**Run 1: clock distribution**

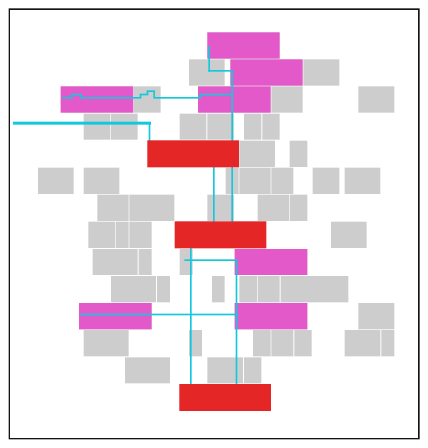
**Run 1: routing congestion map**

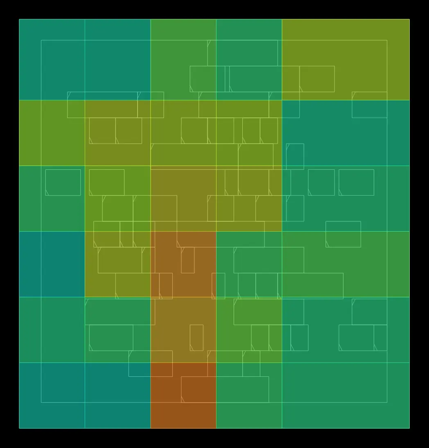
**Run 1: floorplan with the power grid**

Pins as bars on the die edge. Tap cells in gray.
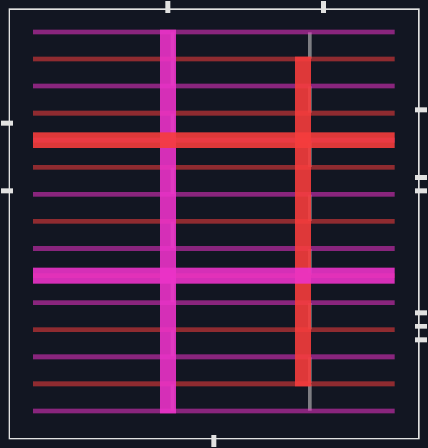
**Run 1: cell classes on the final placement**

The bar under the picture is 10 um long.
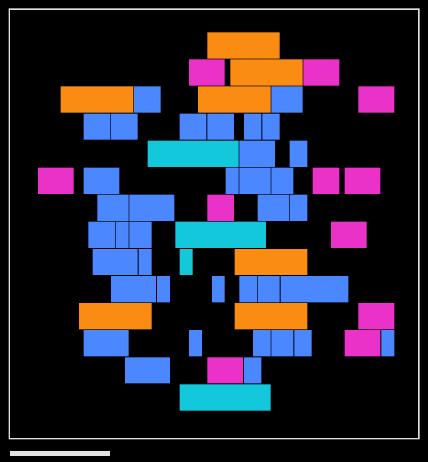
--- config.mk ---
export PLATFORM = sky130hd
export DESIGN_NAME = snoop_bus_arbiter
export DESIGN_NICKNAME = d
export VERILOG_FILES = /design/src/rtl/snoop_bus_arbiter.sv
export SDC_FILE = /design/constraint.sdc
export NUM_CORES = 1
export LEC_CHECK = 0
export ABC_CLOCK_PERIOD_IN_PS = 1600
export CORE_AREA = 2 2 39 41
export CTS_BUF_LIST = sky130_fd_sc_hd__clkbuf_16
export DETAILED_ROUTE_END_ITERATION = 16
export DIE_AREA = 0 0 41 43
export GPL_ROUTABILITY_DRIVEN = 0
export HOLD_SLACK_MARGIN = 0.1
export PLACE_DENSITY_LB_ADDON = 0.08
export SYNTH_ARGS = -nofsm -noshare
export SYNTH_HDL_FRONTEND = slang
export SYNTH_SLANG_ARGS = --single-unit
--- constraint.sdc ---
create_clock -name clk_i -period 1.6 [get_ports clk_i]
set_input_delay 0.32 -clock clk_i [delete_from_list [all_inputs] [get_ports clk_i]]
set_output_delay 0.32 -clock clk_i [all_outputs]
set_load 0.01 [all_outputs]
--- src/rtl/snoop_bus_arbiter.sv ---
// ---------------------------------------------------------------------------
// snoop_bus_arbiter
//   Round-robin arbiter and sequencer for the shared snoop bus. It grants one
//   snoop controller per transaction, pulses tx_begin_o in the first grant
//   cycle, holds the grant until the bus reports the last response, and then
//   inserts one idle (GAP) cycle before it arbitrates again.
//
//   Optional feature (macro SNOOP_ARB_WATCHDOG_EN): a BUSY watchdog. After
//   timeout_p BUSY cycles without tx_done_i it releases the grant and sets the
//   sticky error_o. Without the macro no counter is built, error_o is tied 0
//   and BUSY waits indefinitely.
//
// Ports:
//   clk_i       core clock
//   reset_i     synchronous reset, active-high
//   req_i       per-cache request (level, held until granted)
//   grant_o     one-hot grant, zero when the bus has no owner
//   grant_id_o  binary index of the owner, 0 when none
//   tx_begin_o  one-cycle pulse in the first cycle of a grant
//   tx_done_i   last response seen on the bus; ends the transaction
//   busy_o      high in GRANT, BUSY and GAP
//   error_o     sticky watchdog error
// ---------------------------------------------------------------------------
module snoop_bus_arbiter #(
    parameter int num_caches_p = 2,
    parameter int timeout_p    = 1024,
    localparam int id_width_lp = (num_caches_p > 1) ? $clog2(num_caches_p) : 1
) (
    input  logic                    clk_i,
    input  logic                    reset_i,
    input  logic [num_caches_p-1:0] req_i,
    output logic [num_caches_p-1:0] grant_o,
    output logic [id_width_lp-1:0]  grant_id_o,
    output logic                    tx_begin_o,
    input  logic                    tx_done_i,
    output logic                    busy_o,
    output logic                    error_o
);

    typedef enum logic [1:0] {IDLE, GRANT, BUSY, GAP} state_t;

    state_t                  state;
    logic [num_caches_p-1:0] grant;
    logic [id_width_lp-1:0]  grant_id;   // doubles as the latched owner
    logic                    tx_begin;
    logic                    busy;
    logic [id_width_lp-1:0]  ptr;        // highest-priority requester

    logic                    found;
    logic [id_width_lp-1:0]  winner;
    logic [id_width_lp-1:0]  ptr_next;
    int                      idx;

    // Rotating priority scan: first set request at or above ptr, wrapping.
    always_comb begin
        found  = 1'b0;
        winner = '0;
        idx    = 0;
        for (int i = 0; i < num_caches_p; i++) begin
            idx = int'(ptr) + i;
            if (idx >= num_caches_p) idx = idx - num_caches_p;
            if (!found && req_i[idx]) begin
                found  = 1'b1;
                winner = id_width_lp'(idx);
            end
        end
    end

    // Explicit wrap so non-power-of-two cache counts rotate correctly.
    assign ptr_next = (winner == id_width_lp'(num_caches_p - 1)) ? '0
                                                                 : winner + id_width_lp'(1);

`ifdef SNOOP_ARB_WATCHDOG_EN
    localparam int cnt_w_lp = $clog2(timeout_p + 1);
    logic [cnt_w_lp-1:0] wd_cnt;
    logic                error;
`endif

    always_ff @(posedge clk_i) begin
        if (reset_i) begin
            state    <= IDLE;
            grant    <= '0;
            grant_id <= '0;
            tx_begin <= 1'b0;
            busy     <= 1'b0;
            ptr      <= '0;
`ifdef SNOOP_ARB_WATCHDOG_EN
            wd_cnt   <= '0;
            error    <= 1'b0;
`endif
        end else begin
            case (state)
                IDLE: begin
                    if (found) begin
                        state         <= GRANT;
                        grant         <= '0;
                        grant[winner] <= 1'b1;
                        grant_id      <= winner;
                        tx_begin      <= 1'b1;
                        busy          <= 1'b1;
                        ptr           <= ptr_next;
`ifdef SNOOP_ARB_WATCHDOG_EN
                        wd_cnt        <= '0;
`endif
                    end
                end
                GRANT: begin
                    tx_begin <= 1'b0;
                    if (tx_done_i) begin
                        // Single-cycle transaction: release straight away.
                        state    <= GAP;
                        grant    <= '0;
                        grant_id <= '0;
                    end else begin
                        state <= BUSY;
                    end
                end
                BUSY: begin
                    if (tx_done_i) begin
                        state    <= GAP;
                        grant    <= '0;
                        grant_id <= '0;
                    end
`ifdef SNOOP_ARB_WATCHDOG_EN
                    // wd_cnt holds completed BUSY cycles; this is the
                    // timeout_p-th one, so force the bus free.
                    else if (wd_cnt == cnt_w_lp'(timeout_p - 1)) begin
                        state    <= GAP;
                        grant    <= '0;
                        grant_id <= '0;
                        error    <= 1'b1;
                    end else begin
                        wd_cnt <= wd_cnt + cnt_w_lp'(1);
                    end
`endif
                end
                GAP: begin
                    // Requests are ignored here; arbitration resumes in IDLE.
                    state <= IDLE;
                    busy  <= 1'b0;
                end
                default: state <= IDLE;
            endcase
        end
    end

    assign grant_o    = grant;
    assign grant_id_o = grant_id;
    assign tx_begin_o = tx_begin;
    assign busy_o     = busy;
`ifdef SNOOP_ARB_WATCHDOG_EN
    assign error_o    = error;
`else
    assign error_o    = 1'b0;
`endif

endmodule

==> out/qor.csv, run 1 <==
metric,value,unit
clkTransAtPathRegs,0.04,ns
core,1380,sq um
min_to,busy_o$_SDFFE_PP0P_,
detail-route-antenna-nets,0,
holdWs,0.476,ns
syn_area,428,sq um
netlist.area_leader.share,32.7,%
async_reset_ff_share,0,%
ys_warn_count,0,
yosysCellCount,46,
syn_to_final_growth,44.2,%
drt_first_iter_violations,3,
antenna_found_initial,0,
topCellsByArea,"dfxtp_1 (33%), ha_1 (15%), a21oi_1 (4.7%)",
ff2ff_setup_slack,0.16,ns
endpoint_kind,register,
drcViolationCount,0,
r2r_cells,5,
root_buffer,clkbuf_16,
holdCritPathClass,register to register,
status,"complete, no violations",
slew_viol_final,0,
post_cts_buffers,0,
cts_tree,done,
edf_count,0,
maxCapViolCount,0,
cts_buffers,3,
period_used_share,90.3,%
Back to the opening pictures, 'clock distribution':
cyan -> clock wires  # length 122 um
magenta -> flip-flops  # count 7
red -> clock drivers  # count 3
routed clock nets = 4
clk_skew: 0.000290 ns
clk_lat worst skew: 0.23 ns
Power Clock: 0.413 mW
Clock power frac: 31.9%

Back to the opening pictures, 'routing congestion map':
global routing usage on met2: 19.1%
GRT Resource Usage Total: 13.1%

Back to the opening pictures, 'floorplan with the power grid':
red -> VDD
magenta -> VSS
met4 straps = 2
met5 straps = 2
rows = 14
signal pins = 11
tap cells = 16

Back to the opening pictures, 'cell classes on the final placement':
orange -> sequential cells  # cells 7, share of their area 23%
cyan -> clock drivers and dummy loads  # cells 4, share of their area 13%
magenta -> remaining buffers and delay cells  # cells 11, share of their area 18%
blue -> combinational and other logic  # cells 37, share of their area 46%

run 1: worst max-delay path by stage:
stage	startpoint	endpoint	slack, ns
floorplan	state[0]$_SDFFE_PP0P_	state[1]$_SDFFE_PP0P_	0.25
global placement	req_i[0]	state[1]$_SDFFE_PP0P_	-0.001
detailed placement	req_i[0]	state[0]$_SDFFE_PP0P_	-0.03
CTS	state[1]$_SDFFE_PP0P_	grant_o[1]$_SDFFE_PP0P_	0.14
global route	state[0]$_SDFFE_PP0P_	state[0]$_SDFFE_PP0P_	0.04
finish	state[1]$_SDFFE_PP0P_	grant_o[1]$_SDFFE_PP0P_	0.16
run 1: sequential cells by signal (all words and copies together), names as in the netlist:
signal,count
busy_o,1
grant_o,2
ptr,1
state,2
tx_begin_o,1
run 1: placed cells by master (no fill, tap or decap), types with 2 or more instances in the layout:
cell / instances
clkdlybuf4s50_1: 9
dfxtp_1: 7
inv_1: 6
ha_1: 5
o21ai_0: 4
a21oi_1: 4
nand2b_1: 3
clkbuf_16: 3
a211o_1: 2
o31ai_1: 2
o21a_1: 2
buf_4: 2
run 1: cell type report:
type                    count  area [sq um]
clock inverters             1          3.75
well taps                  16          20.0
flip-flops and latches      7           140
repair buffers             11           105
fillers                   138           767
multi-input cells          32           254
clock buffers               3          75.1
inverters                   5          18.8
run 1: per-stage QoR:
stage	utilization, %	worst slack, ns	instances	power (mW)
5_1_grt	44.6	0.0416	75	1.40
3_3_place_gp	38.9	-0.00121	71	0.864
4_1_cts	44.6	0.139	75	1.32
6_report	44.6	0.155	75	1.30
3_5_place_dp	38.9	-0.0310	71	0.891
2_1_floorplan	-	0.254	46	0.684
run 1: cells by family after synthesis:
family                     synth area share (%)
and+or+nand+nor                            14.9
DFF                                        32.7
buffers and inverters                      7.89
AOI/OAI and AO/OA                          26.6
adders and majority gates                  14.6
muxes                                      2.34
other                                     0.876
run 1: report_power, final:
part / internal [mW] / leakage (nW) / total [mW] / switching [mW]
Combinational: 0.309 / 0.155 / 0.578 / 0.269
Clock: 0.324 / 0.0423 / 0.413 / 0.0888
Sequential: 0.251 / 0.0580 / 0.304 / 0.0526
run 1: worst max-delay path, cell delays in order, from the launching register on:
cell     delay, ns
dfxtp_1       0.39
inv_1         0.10
ha_1          0.36
mux2i_1       0.28
o21ai_0       0.11
a21oi_1       0.13
run 1: layer usage:
layer | global-route usage, % | wire length (um)
met1 | 16.5 | 380
met2 | 19.1 | 456
met3 | 3.14 | 41
met4 | 8.00 | 0
met5 | 0 | 0
==> inputs of run 2 (changes only) <==
--- a/config.mk
+++ b/config.mk
@@ -5,7 +5,7 @@
 export SDC_FILE = /design/constraint.sdc
 export NUM_CORES = 1
 export LEC_CHECK = 0
-export ABC_CLOCK_PERIOD_IN_PS = 1600
+export ABC_CLOCK_PERIOD_IN_PS = 1660
 export CORE_AREA = 2 2 39 41
 export CTS_BUF_LIST = sky130_fd_sc_hd__clkbuf_16
 export DETAILED_ROUTE_END_ITERATION = 16
==> constraint.sdc (replaced) <==
create_clock -name clk_i -period 1.66 [get_ports clk_i]
set_input_delay 0.332 -clock clk_i [delete_from_list [all_inputs] [get_ports clk_i]]
set_output_delay 0.332 -clock clk_i [all_outputs]
set_load 0.01 [all_outputs]
**Run 2: routing congestion map**

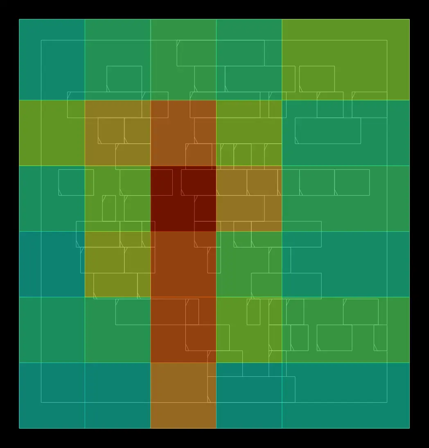
global routing usage on met2: 21.3%
M1 GR Usage: 16.2%

**Run 2: cell classes on the final placement**

The bar under the picture is 10 um long.
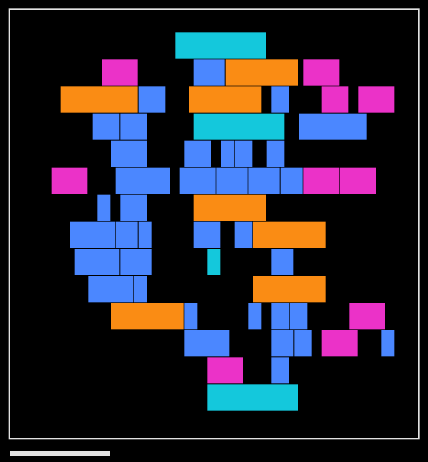
blue -> combinational and other logic  # cells 37, share of their area 46%
orange -> sequential cells  # cells 7, share of their area 24%
magenta -> remaining buffers and delay cells  # cells 10, share of their area 16%
cyan -> clock drivers and dummy loads  # cells 4, share of their area 13%
fraction of area in registers: 23.1%
row cnt: 14
Final Instance Area: 613 sq um
Core Area: 1380 sq um

==> out/qor.csv, run 2 <==
metric,value,unit
ys_warn_count,0,
pwr-share-clk,32.6,%
period_used_share,91.7,%
syn_to_final_growth,43.3,%
ff2ff_setup_slack,0.14,ns
warnings,30,
async_reset_ff_share,0,%
antenna_found_initial,0,
p_sw_share,32.7,%
slew_viol_final,0,
groute.usage.overall,14.6,%
cts_buffers,3,
cts_tree,done,
dp_cells,69,
internal_power,0.852,mW
lay_top_count,clkdlybuf4s50_1,
h-tree-depth,1,
power_frac_seq,23.7,%
clkTransAtPathRegs,0.04,ns
maxCapViolCount,0,
drcViolationCount,0,
switchingPower,0.414,mW
final_cell_mix,"clkdlybuf4s50_1 (9), inv_1 (6), dfxtp_1 (6)",
edf_count,0,
status,"complete, no violations",
r2r_cells,6,
endpoint_kind,register,
netlist.area_leader.share,32.7,%
topCellsByArea,"dfxtp_1 (33%), ha_1 (15%), a21oi_1 (4.7%)",
run 2: cell types whose count changed in the layout (fill, tap and decap cells not counted), sizes merged:
cell / previous run / this run
buf: 2 / 1
run 2: power by group through the flow:
stage	clock [mW]	combinational (mW)	sequential, mW
finish	0.412	0.554	0.300
global route	0.423	0.631	0.311
CTS	0.416	0.541	0.298
detailed placement	0	0.537	0.298
global placement	0	0.515	0.292
floorplan	0	0.354	0.305
run 2: cells by family (layout without fill, tap and decap cells):
kind of cell	Yosys count	after routing	share of synthesized area (%)
compound gates	17	17	26.6
fa+ha+maj	5	5	14.6
buf+inv	7	19	7.89
flops	7	7	32.7
mux	1	1	2.34
other cells	1	1	0.876
simple gates	8	8	14.9
run 2: timing repair:
action	4_1_cts	5_1_grt
endpoints found under the setup margin	0	5
resized	0	2
setup buffers	0	1
run 2: how the worst max path moves through the flow:
stage / from / end / slack, ns / depth (start not counted)
4_1_cts: state[0]$_SDFFE_PP0P_ / grant_o[1]$_SDFFE_PP0P_ / 0.11 / 5
3_5_place_dp: req_i[1] / state[0]$_SDFFE_PP0P_ / -0.009 / 4
2_1_floorplan: state[0]$_SDFFE_PP0P_ / state[1]$_SDFFE_PP0P_ / 0.31 / 5
3_3_place_gp: req_i[1] / state[1]$_SDFFE_PP0P_ / 0.04 / 4
5_1_grt: state[0]$_SDFFE_PP0P_ / state[0]$_SDFFE_PP0P_ / 0.005 / 6
6_report: state[0]$_SDFFE_PP0P_ / state[0]$_SDFFE_PP0P_ / 0.14 / 6
run 2: cell type report:
class                           instances  area [sq um]
Clock buffer                            3          75.1
Clock inverter                          1          3.75
Fill cell                             143           771
Inverter                                5          18.8
Multi-Input combinational cell         32           256
Sequential cell                         7           141
Tap cell                               16          20.0
Timing Repair Buffer                   10          97.6
run 2: metrics by stage:
step | hold WS [ns] | power, mW | setup WS, ns | TNS (ns)
3_5_place_dp | 0.463 | 0.835 | -0.00853 | -0.00853
2_1_floorplan | 0.401 | 0.659 | 0.314 | 0
6_report | 0.470 | 1.27 | 0.137 | 0
4_1_cts | 0.470 | 1.25 | 0.107 | 0
5_1_grt | 0.500 | 1.37 | 0.00470 | 0
3_3_place_gp | 0.457 | 0.807 | 0.0407 | 0
run 2: worst max-delay path, cell delays in order, from the launching register on:
cell and delay, ns:
dfxtp_1 0.35, inv_1 0.11, ha_2 0.24, nor3b_4 0.15, buf_4 0.17, o31ai_1 0.25, o311a_1 0.20
run 2: routing by layer:
metal | vias up | track usage (%) | part of all wire (%)
met5 | - | 0 | 0
met4 | 0 | 12.0 | 2.5
met3 | 2 | 4.71 | 7.2
met2 | 15 | 21.3 | 50
met1 | 180 | 16.2 | 40
li1 | 185 | - | -
==> inputs of run 3 (changes only) <==
--- a/config.mk
+++ b/config.mk
@@ -16,3 +16,4 @@
 export SYNTH_ARGS = -nofsm -noshare
 export SYNTH_HDL_FRONTEND = slang
 export SYNTH_SLANG_ARGS = --single-unit
+export TNS_END_PERCENT = 100
**Run 3: clock distribution**

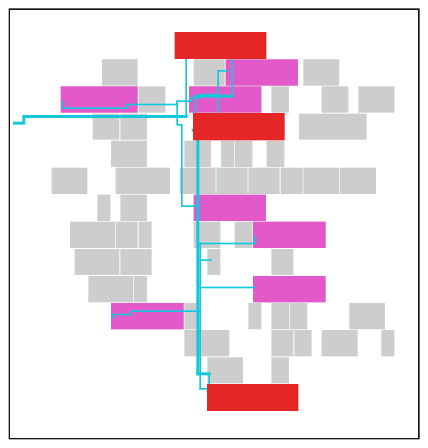
magenta -> flip-flops  # count 7
red -> clock drivers  # count 3
cyan -> clock wires  # length 151 um
routed clock nets = 4
Power Clock: 0.412 mW
Clock power frac: 32.6%

**Run 3: routing congestion map**

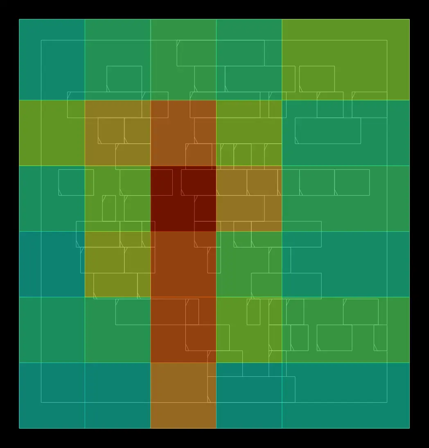
routed len/inst: 13.0 um
final core occ: 44.3%
Top Usage Layer GRT: met2
GRT Resource Usage Total: 14.6%

==> out/qor.csv, run 3 <==
metric,value,unit
final_cell_mix,"clkdlybuf4s50_1 (9), inv_1 (6), dfxtp_1 (6)",
dpl_worst_slack,-0.00853,ns
ys_warn_count,0,
warnings,30,
power_frac_comb,43.8,%
endpoint_kind,register,
lay_top_count,clkdlybuf4s50_1,
cts_tree,done,
status,"complete, no violations",
syn_area,428,sq um
edf_count,0,
cts_buffers,3,
maxCapViolCount,0,
holdCritPathClass,register to register,
wl_met1,383,um
h-tree-depth,1,
core,1380,sq um
topCellsByArea,"dfxtp_1 (33%), ha_1 (15%), a21oi_1 (4.7%)",
rows,14,
power_frac_seq,23.7,%
fin_ws,0.137,ns
antenna_found_initial,0,
detail-route-antenna-nets,0,
clk_latency,0.23,ns
syn_to_final_growth,43.3,%
finClkSkew,0.000634,ns
min_to,busy_o$_SDFFE_PP0P_,
ff2ff_setup_slack,0.14,ns
drcViolationCount,0,
dr_wl_met3,69,um
switchingPower,0.414,mW
r2r_cells,6,
internal_power,0.852,mW
holdWs,0.470,ns
drt_first_iter_violations,11,
period_used_share,91.7,%
-- run 3: cell counts in the layout (fill, tap and decap cells not counted) --
No cell type changed its count.
-- run 3: logic make-up (layout without fill, tap and decap cells) --
group / Yosys count / in the layout / share of synthesized area [%]
mux: 1 / 1 / 2.34
fa+ha+maj: 5 / 5 / 14.6
buf+inv: 7 / 19 / 7.89
other cells: 1 / 1 / 0.876
flops: 7 / 7 / 32.7
simple gates: 8 / 8 / 14.9
compound gates: 17 / 17 / 26.6
-- run 3: what timing repair did --
item / 4_1_cts / 5_1_grt
hold endpoints to repair: 0 / 0
setup buffers: 0 / 1
resized: 0 / 2
endpoints found under the setup margin: 0 / 5
-- run 3: power by group through the flow --
stage	Combinational (mW)	Sequential [mW]	Clock, mW
after CTS	0.541	0.298	0.416
final	0.554	0.300	0.412
after global routing	0.631	0.311	0.423
after floorplan	0.354	0.305	0
after global placement	0.515	0.292	0
after detailed placement	0.537	0.298	0
-- run 3: cell type report --
cell class / count / area, sq um
Clock buffer: 3 / 75.1
Inverter: 5 / 18.8
Tap cell: 16 / 20.0
Fill cell: 143 / 771
Clock inverter: 1 / 3.75
Sequential cell: 7 / 141
Timing Repair Buffer: 10 / 97.6
Multi-Input combinational cell: 32 / 256
-- run 3: stage by stage --
stage                     utilization (%)  TNS [ns]  cells  power, mW
after floorplan                         -         0     46      0.659
after global routing                 44.3         0     74       1.37
after CTS                            43.5         0     73       1.25
final                                44.3         0     74       1.27
after global placement               37.8         0     69      0.807
after detailed placement             37.8  -0.00853     69      0.835
-- run 3: critical path, stage by stage (launching register included) --
cell and delay [ns]:
dfxtp_1 0.35, inv_1 0.11, ha_2 0.24, nor3b_4 0.15, buf_4 0.17, o31ai_1 0.25
o311a_1 0.20
-- run 3: layer usage --
layer  GRT usage (%)  vias up
met5               0        -
li1                -      185
met1            16.2      180
met3            4.71        2
met2            21.3       15
met4            12.0        0
-- run 3: how the worst max path moves through the flow --
stage / start / endpoint / slack (ns) / depth (start not counted)
3_5_place_dp: req_i[1] / state[0]$_SDFFE_PP0P_ / -0.009 / 4
6_report: state[0]$_SDFFE_PP0P_ / state[0]$_SDFFE_PP0P_ / 0.14 / 6
4_1_cts: state[0]$_SDFFE_PP0P_ / grant_o[1]$_SDFFE_PP0P_ / 0.11 / 5
2_1_floorplan: state[0]$_SDFFE_PP0P_ / state[1]$_SDFFE_PP0P_ / 0.31 / 5
3_3_place_gp: req_i[1] / state[1]$_SDFFE_PP0P_ / 0.04 / 4
5_1_grt: state[0]$_SDFFE_PP0P_ / state[0]$_SDFFE_PP0P_ / 0.005 / 6
Power figures rest on the tool's default switching activity, not on a simulated workload.
